[src/rtl/pipe_cnt_pkg.sv]
// Shared types for the split-carry counter controller: command opcodes,
// FSM states and the half-width helper used by the datapath.
package pipe_cnt_pkg;

    typedef enum logic [1:0] {
        OP_NOP  = 2'd0,
        OP_LOAD = 2'd1,
        OP_RUN  = 2'd2,
        OP_STOP = 2'd3
    } cnt_op_e;

    typedef enum logic [1:0] {
        ST_IDLE  = 2'd0,
        ST_RUN   = 2'd1,
        ST_DRAIN = 2'd2
    } cnt_state_e;

    function automatic int half_width(input int w);
        return w / 2;
    endfunction

endpackage

[src/rtl/pipe_cnt_ctrl_dp.sv]
// Split-carry counter datapath: low half increments, its carry is registered
// and folded into the high half one cycle later; lo is delayed to stay aligned.
module split_inc_dp
    import pipe_cnt_pkg::*;
#(
    parameter int WIDTH = 64
) (
    input  logic             clk,
    input  logic             rst,
    input  logic             en,
    input  logic             load,
    input  logic [WIDTH-1:0] load_val,
    output logic [WIDTH-1:0] cnt_out,
    output logic             wrap
);
    localparam int HW = half_width(WIDTH);

    logic [HW-1:0] lo_q, lo_d_q, hi_q;
    logic          c_q, wrap_q;
    logic [HW:0]   lo_sum;

    assign lo_sum = {1'b0, lo_q} + (HW+1)'(1);

    always_ff @(posedge clk or posedge rst) begin
        if (rst) begin
            lo_q   <= '0;
            lo_d_q <= '0;
            hi_q   <= '0;
            c_q    <= 1'b0;
            wrap_q <= 1'b0;
        end else if (load) begin
            lo_q   <= load_val[HW-1:0];
            lo_d_q <= load_val[HW-1:0];
            hi_q   <= load_val[WIDTH-1:HW];
            c_q    <= 1'b0;
            wrap_q <= 1'b0;
        end else begin
            if (en)
                lo_q <= lo_sum[HW-1:0];
            c_q    <= en & lo_sum[HW];
            lo_d_q <= lo_q;
            hi_q   <= hi_q + {{(HW-1){1'b0}}, c_q};
            // A pending carry means lo just rolled to zero; with hi all-ones
            // the aligned value becomes zero on this edge.
            wrap_q <= c_q & (&hi_q);
        end
    end

    assign cnt_out = {hi_q, lo_d_q};
    assign wrap    = wrap_q;

endmodule

[src/rtl/pipe_cnt_ctrl.sv]
// Command FSM (LOAD/RUN/STOP) gating the split-carry counter enable.
// Optional PIPE_CNT_CTRL_STATS_EN adds a saturating enabled-cycle counter.
module pipe_cnt_ctrl
    import pipe_cnt_pkg::*;
#(
    parameter int WIDTH = 64
) (
    input  logic             clk,
    input  logic             rst,
    input  logic             cmd_valid,
    output logic             cmd_ready,
    input  logic [1:0]       cmd_op,
    input  logic [WIDTH-1:0] cmd_data,
    output logic [WIDTH-1:0] cnt_out,
    output logic             busy,
    output logic             done,
    output logic             wrap,
    output logic             cmd_err
`ifdef PIPE_CNT_CTRL_STATS_EN
   ,output logic [31:0]      run_cycles
`endif
);
    localparam logic [WIDTH-1:0] CNT_ONE = WIDTH'(1);

    cnt_state_e       state_q, state_d;
    logic [WIDTH-1:0] rem_q, rem_d;
    logic             stop_q, stop_d;
    logic             done_q, err_q, err_d;
    logic             en, load, acc;
    cnt_op_e          op;

    assign op        = cnt_op_e'(cmd_op);
    assign cmd_ready = !rst && (state_q != ST_DRAIN);
    assign acc       = cmd_valid && cmd_ready;

    always_comb begin
        state_d = state_q;
        rem_d   = rem_q;
        stop_d  = stop_q;
        err_d   = 1'b0;
        en      = 1'b0;
        load    = 1'b0;
        case (state_q)
            ST_IDLE: begin
                if (acc && op == OP_LOAD)
                    load = 1'b1;
                if (acc && op == OP_RUN) begin
                    if (cmd_data == '0) begin
                        state_d = ST_DRAIN;
                    end else begin
                        rem_d   = cmd_data;
                        state_d = ST_RUN;
                    end
                end
            end
            ST_RUN: begin
                // A stopped run spends one extra cycle in RUN with en gated off.
                if (stop_q) begin
                    stop_d  = 1'b0;
                    state_d = ST_DRAIN;
                end else begin
                    en    = 1'b1;
                    rem_d = rem_q - CNT_ONE;
                    if (rem_q == CNT_ONE)
                        state_d = ST_DRAIN;
                    else if (acc && op == OP_STOP)
                        stop_d = 1'b1;
                end
                if (acc && (op == OP_LOAD || op == OP_RUN))
                    err_d = 1'b1;
            end
            ST_DRAIN: state_d = ST_IDLE;
            default:  state_d = ST_IDLE;
        endcase
    end

    always_ff @(posedge clk or posedge rst) begin
        if (rst) begin
            state_q <= ST_IDLE;
            rem_q   <= '0;
            stop_q  <= 1'b0;
            done_q  <= 1'b0;
            err_q   <= 1'b0;
        end else begin
            state_q <= state_d;
            rem_q   <= rem_d;
            stop_q  <= stop_d;
            done_q  <= (state_q == ST_DRAIN);
            err_q   <= err_d;
        end
    end

    split_inc_dp #(.WIDTH(WIDTH)) u_dp (
        .clk      (clk),
        .rst      (rst),
        .en       (en),
        .load     (load),
        .load_val (cmd_data),
        .cnt_out  (cnt_out),
        .wrap     (wrap)
    );

    assign busy    = (state_q != ST_IDLE);
    assign done    = done_q;
    assign cmd_err = err_q;

`ifdef PIPE_CNT_CTRL_STATS_EN
    logic [31:0] run_cycles_q;

    always_ff @(posedge clk or posedge rst) begin
        if (rst)
            run_cycles_q <= '0;
        else if (en && run_cycles_q != '1)
            run_cycles_q <= run_cycles_q + 32'd1;
    end

    assign run_cycles = run_cycles_q;
`endif

endmodule

[config.mk]
export PLATFORM = sky130hd
export DESIGN_NAME = pipe_cnt_ctrl
export DESIGN_NICKNAME = d
export VERILOG_FILES = /design/src/rtl/pipe_cnt_pkg.sv /design/src/rtl/pipe_cnt_ctrl_dp.sv /design/src/rtl/pipe_cnt_ctrl.sv
export SDC_FILE = /design/constraint.sdc
export NUM_CORES = 1
export LEC_CHECK = 0
export ABC_AREA = 1
export CAP_MARGIN = 0
export CORE_AREA = 3 3 155 157
export DETAILED_ROUTE_END_ITERATION = 8
export DIE_AREA = 0 0 158 160
export PLACE_DENSITY_LB_ADDON = 0.2
export SYNTH_ARGS = -nofsm -noshare
export SYNTH_HDL_FRONTEND = slang
export SYNTH_HIERARCHICAL = 1
export SYNTH_SLANG_ARGS = --single-unit
[constraint.sdc]
create_clock -name clk -period 4.2 [get_ports clk]
set_clock_uncertainty 0.05 [all_clocks]
set_input_delay 1.05 -clock clk [delete_from_list [all_inputs] [get_ports clk]]
set_output_delay 1.05 -clock clk [all_outputs]
set_load 0.05 [all_outputs]
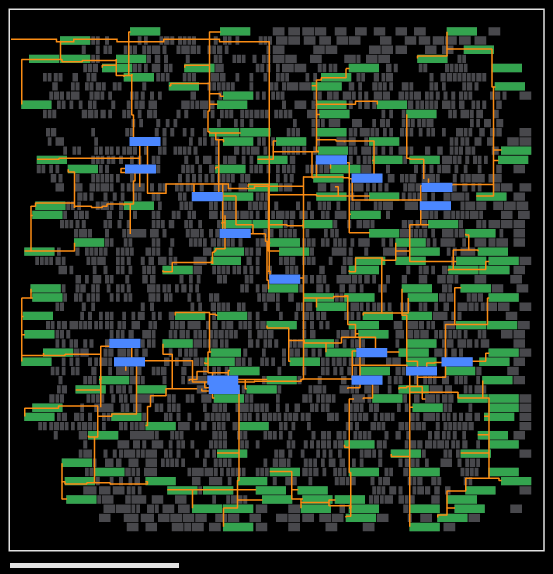
*Clock distribution*
Scale bar: 50 um.
[orange] clock wires | length: 2310 um
[green] flip-flops | count: 167
[blue] clock-net drivers | count: 17
flops lie: all over the die
Clk network pwr share: 16.7%
Late-Pin Clk Latency: 440 ps
Clk. pwr: 1.61 mW

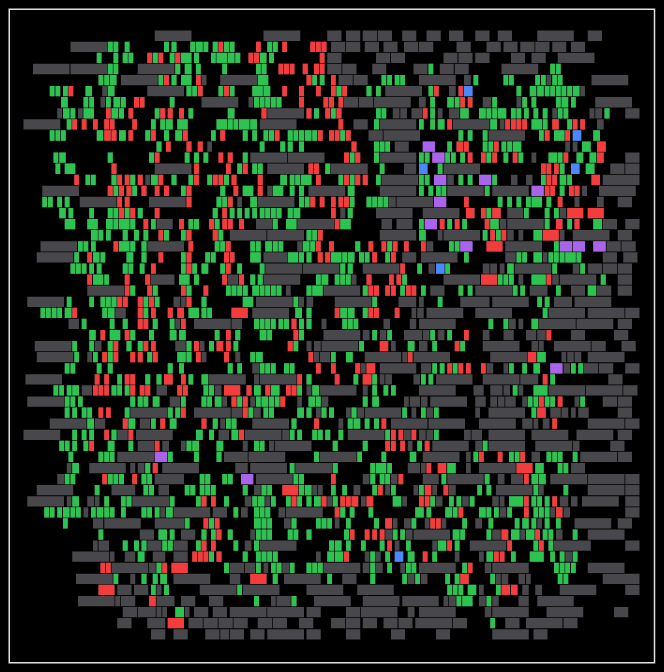
*Gate families picked out*
| colour | family | cells |
|---|---|---|
| red | nor cells | 393 |
| green | nand cells | 924 |
| blue | and/or cells | 6 |
| purple | xor and xnor cells | 14 |

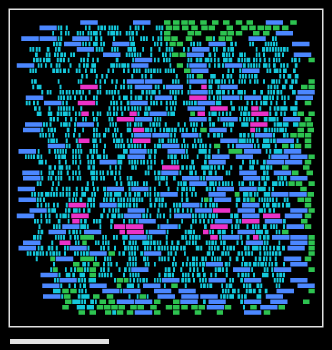
*Placement by cell class*
Scale bar: 50 um.
| colour | class | cells | share of their area |
|---|---|---|---|
| green | remaining buffers and delay cells | 149 | 11% |
| blue | registers | 167 | 32% |
| magenta | clock drivers and dummy loads | 32 | 4.5% |
| cyan | remaining logic cells | 1607 | 52% |

==> out/qor.yml <==
hold_path_end: "u_dp/lo_q[0]"
fin_setup_tns_ps: 0
max_slew_margin_pct: 34.1
path_buffers: 2
comb_area_share_pct: 47.6
cp_slowest_stage_delay_ps: 810
timing.final.crit_share_pct: 87.3
rsz0062_at_grt: "no"
post-cts-setup-buffer-count: 0
holdWs_ps: 457
stdcell_count: 2241
min_path_type: "flop to flop"
r2r_cells: 11
critPathLaunchType: "primary input"
io_buffers: 137
tap_cells: 285
num-nets-final: 2019
fmax_mhz: 273
cts_resized: 0
crit_slowest_cell: "clkdlybuf4s50_1"
ff_latch_area_sq_um: 4180
worstSetupPathType: "primary input to output port"
powerComb_mw: 4.96
syn_area_per_cell_sq_um: 6.23
buffers: 149
netlist_area_sq_um: 11400
postCtsHoldBufs: 0
path_cells: "clkdlybuf4s50_1 > nor2_4 > clkdlybuf4s50_1"
fp_nets: 1899
finalPower_mw: 9.63
crit_start: "rst"
fill_cells: 2189
drtIter0Drc: 1346
cts_tree: "yes"
cts.sinks: 167
ys_seq_share_pct: 36.8
p_int_mw: 4.65
p_comb_share_pct: 51.5
critPathCapture: "cmd_ready"
power.density_nw_per_um2: 709
ff_count: 167
num_antenna_cells: 1
buf_share_pct: 11.0
ys.flops: 167
clock_buffers: 17
warning_count: 29
final_antenna_net_count: 0
mux_share_pct: 0
finalHoldViolCount: 0
core_area_sq_um: 22600
final_layout_top_logic_cells: "756 x nand2_1, 352 x nor2_1, 167 x dfrtp_1, 137 x clkdlybuf4s50_1, 114 x inv_1"
simple_gate_share_pct: 48.1
ir_worst_vdd_mv: 0.513
dp_worst_setup_slack_ps: 529
mostFrequentLayoutCell: "nand2_1"
grt_pass1_vias: 11100
synthCells: 1822
tightest_slew_ps: 989
largest_reg_flops: 64
grt_pass1_wl_um: 59500
rrSetupSlack_ps: 1520
cp.depth: 3
ys_sh_adder_pct: 0.881
clk_pin_slew_ps: 70
gr-total-overflow: 0
wirelength_um: 37600
cts_buffers: 17
p_leak_nw: 6.14
dpl.cell_count: 2208
min_from: "u_dp/lo_q[0]"
cp.arrival_ps: 2570
p_sw_mw: 4.98
ys_cells: 1822
cap_violations: 0
fp_util_pct: 50.2
cp.required_ps: 3100
status: "complete, no violations"
finalInstanceArea_sq_um: 13600
antenna_found_initial: 1
rr_endpoint: "u_dp/lo_q[14]"
routabilityCongestion: 1.00
fin_ws_ps: 533
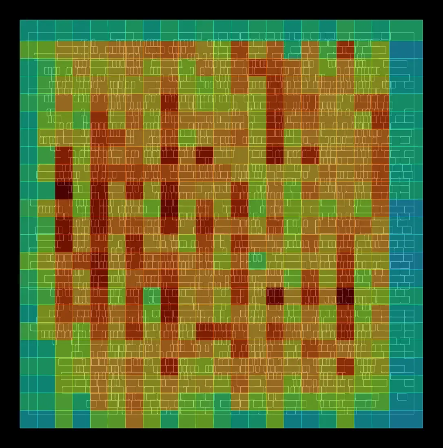
*Routing congestion*
met3 usage: 5.20%
All-Layer GR Usage: 29.8%
DR WL/cell: 16.8 um
Top Usage Layer GRT: met2
met1 Usage GRT: 44.0%

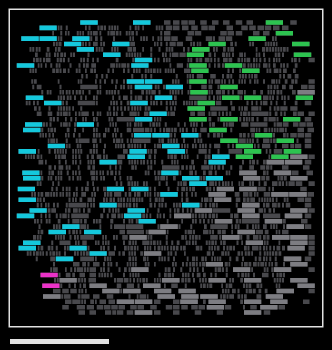
*Sequential cells coloured by netlist name*
Scale bar: 50 um. Other sequential cells in the stronger grey, the rest of the logic in the fainter grey.
| colour | signal | sequential cells |
|---|---|---|
| green | `u_dp/hi_q` | 32 |
| magenta | `state_q` | 2 |
| cyan | `rem_q` | 64 |
not coloured: 69
sequential cell area share: 30.8%
sequential power: 3.06 mW
Final Util: 60.0%

==> cells in the mapped netlist, drive strengths merged (11+ instances only) <==
library cell	number	area (sq um)
nand3	109	566
clkbuf	11	41.3
nand4	14	87.6
o21ai	91	459
nand2	767	2910
inv	123	462
nor2	376	1520
buf	37	216
o21bai	14	105
dfrtp	167	4180
a21oi	13	65.1
nand3b	34	255
nor3	15	75.1
==> per-layer routing <==
metal  GRT usage (%)  vias to the layer above  wire length, um
met2            44.8                      563            16800
met4            8.92                        0             1040
li1                -                     5957                -
met1            44.0                     5574            16600
met5               0                        -                0
met3            5.20                       60             3130
==> worst reg2reg max path: cells and delay by family (launching register included) <==
| kind | cells | cell delay [ps] |
|---|---|---|
| flops | 1 | 390 |
| simple gates | 3 | 740 |
| buf+inv | 6 | 1140 |
| compound gates | 2 | 290 |
Power is estimated from default activity; no workload was simulated.
